**Metal layers overlaid**

Only two layers are drawn.
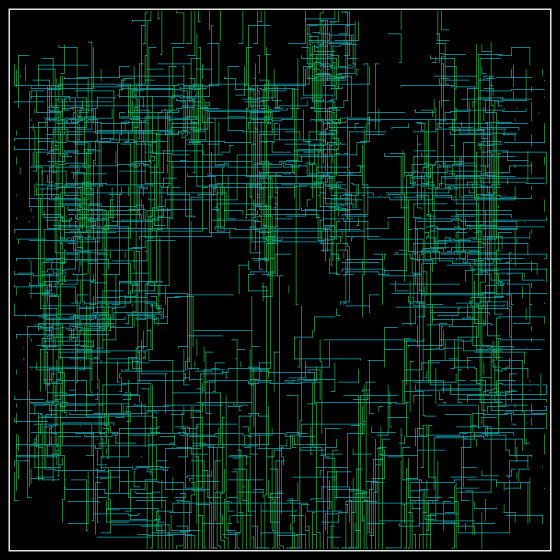
**Sequential cells grouped by signal name**

The bar under the picture is 50 um long.
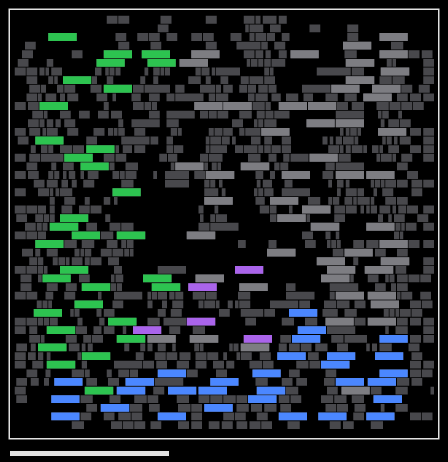
**Clock nets**

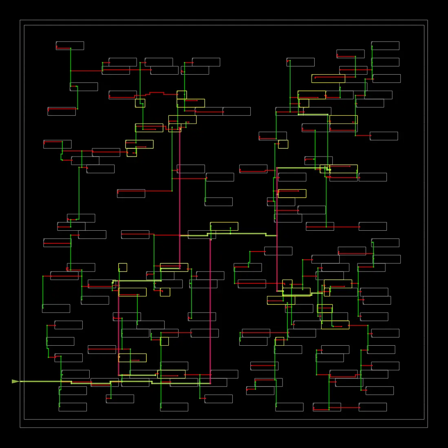
**Selected gate families**

The bar under the picture is 50 um long.
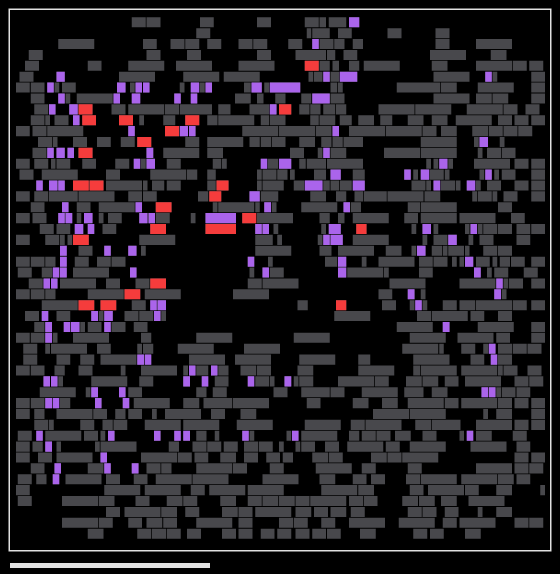
**I/O pins on the die edge**

Pins as bars across the die edge, other pins in gray.
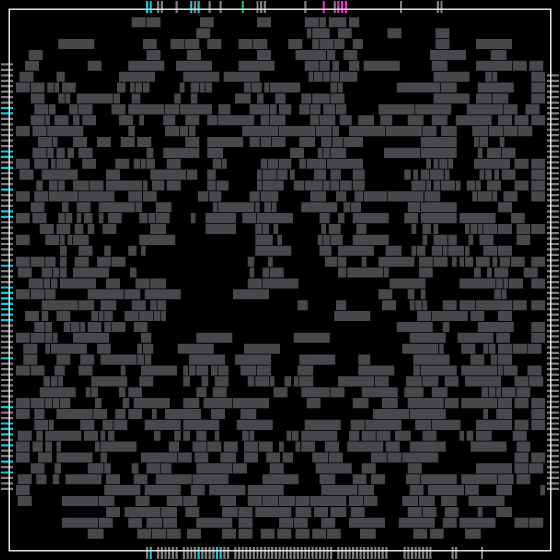
Design mem_access_stage, sky130hd; sources not shown.
==> summary.txt <==
The full implementation flow was run.

The flow ran to the end, and the final reports show no timing, DRC or antenna violations. The sequential cell fraction of total power stands at 0.295. Per the OpenROAD floorplan log, the width of the die is between 100 and 150 um. Post-route period utilization is reported as 0.9626. Internal power comes to 5533 uW. The cell resize tally after clock tree synthesis stands at 0. The post-synthesis adder-cell area fraction stands at 0.006063.

The largest part of the power goes to combinational cells. The power report puts the leakage power at 0.003852 uW. The number of logic gates stands at 413. The layer flagged by global routing as most heavily used is met2. Yosys reports a chip area of roughly 0.0062 mm^2.

The initial antenna violation count stands at 0. Of the post-synthesis cell area, the part taken by muxes is 0.1817. The share of the Yosys chip area taken by registers is 0.4850. Pin placement for this block handled 252 I/O pins.

According to the hold report, the worst path is of the flip-flop to flip-flop type. The number of maximum-capacitance violations recorded for the run is 0. The number of design rule violations left after detail routing stands at 0. The net count of the finished layout stands at 975. The biggest slice of the area belongs to flip-flops and latches. In the detailed route, the total length drawn on met2 is slightly below 10000 um. The highest metal layer carrying signal wires in the routed design is met4. On the final layout, the worst clock skew is 0.006137 ns. CTS added clock buffers totalling 17. Among all stages on the critical path, the largest delay is contributed by sky130_fd_sc_hd__clkdlybuf4s50_1. The routed design could run at a clock period as short as 3.273 ns. In the final layout, the share of cells above drive strength 1 is 0.09015. The final antenna-violating net count stands at 0.

The multi-input combinational cells in the finished layout cover a total of 0.002962 mm^2. The switching power total stands at around 3100 uW. The global-route met3 utilization stands at 0.06532. The average footprint of a synthesized cell stands at 10.56 um^2.

The cell depth of the worst hold path stands at 2. For this block, the via count after detailed routing is around 5500. The synthesized instance count is 586. The total power per unit cell area stands at slightly above 900 mW/mm^2.

The data arrival time at the worst-slack endpoint stands at 2.76 ns. The number of buffer and inverter stages on the critical path stands at 3. In this run the standard cell core region covers 0.01730 mm^2. The worst setup path is of the input pin to output pin kind. After synthesis, the most frequently instantiated cells are sky130_fd_sc_hd__dfrtp_1, sky130_fd_sc_hd__nor2_1, sky130_fd_sc_hd__a21oi_1, sky130_fd_sc_hd__mux2_1, sky130_fd_sc_hd__mux2i_1. TritonCTS built the clock tree. STA classifies the critical path endpoint as an output pin. The initial DRC count stands at 244. Looking at area per cell type in the netlist, the leader is sky130_fd_sc_hd__dfrtp_1.

Routing resource usage on met2 recorded by global route was 0.3723. Of all flip-flops after synthesis, the portion carrying an async set or reset was 1.000. The achievable frequency stands at 0.3055 GHz. Hold timing on the final database bottoms out at a slack of 0.4801 ns.

The global routing usage on met1 stands at 0.2618. The tree is rooted in a sky130_fd_sc_hd__clkbuf_16. The maximum fanout along the worst path stands at 9.

The overall die size recorded for this design is between 0.015 and 0.02 mm^2. Summed over all combinational cells, the power is 4360 uW. For the completed layout, the total cell area is recorded as 0.009567 mm^2. Measured on the final layout, the clock distribution area share stands at 0.06042.

The buffer depth of the longest clock path stands at 2. The number of warnings the tools reported stands at 28. The cell area after technology mapping stands at 0.006191 mm^2.

The power report attributes to the combinational group a share of 0.503. The sequential cell power stands at 2560 uW. Looking at the gate-level netlist, the highest instance count belongs to sky130_fd_sc_hd__dfrtp_1. The count of final hold-check violations stands at 0. The sum of negative setup slack stands at 0 ns. The multi-input combinational area share stands at 0.3096. The relative area change from synthesis to final layout stands at 54.53%.
## Picture notes: 'metal layers overlaid'
legend:
  M1:
    color: cyan
    wire_length: 7940 um
  M2:
    color: green
    wire_length: 9850 um
wirelength, routed: 19800 um
GRT Util Overall: 0.2195

## Picture notes: 'sequential cells grouped by signal name'
legend:
  `bus_addr_o`:
    color: blue
    sequential_cells: 30
    where: a horizontal strip, bottom
  `reg_wdata_o`:
    color: green
    sequential_cells: 32
    where: a column on the left
  `waddr_q`:
    color: purple
    sequential_cells: 5
    where: south
share of the final layout cell area in sequential cells: 0.3139
combined flip-flop and latch cell area: 0.003003 mm^2

## Picture notes: 'clock nets'
power drawn by the clock network: 1750 uW
count of flip-flops and latches: 120
number of sinks driven by the clock tree: 120

## Picture notes: 'selected gate families'
legend:
  aoi and oai cells:
    color: purple
    cells: 137
  non-inverting ao/oa cells:
    color: red
    cells: 24
top logic cell by instance count in the layout: sky130_fd_sc_hd__clkdlybuf4s50_1
tally of non-filler cells in the final layout: 1068

## Picture notes: 'I/O pins on the die edge'
legend:
  `mem_op_i`:
    color: magenta
    pins: 4
    direction: input
    edge: north
  `mem_we_i`:
    color: green
    pins: 1
    direction: input
    edge: north
  `reg_wdata_i`:
    color: cyan
    pins: 32
    direction: input
    edge: 24 west, 4 north, 4 south
die height: 135.0 um
count of buffers inserted at the top-level ports: 249

Power and IR drop assume default switching activity.
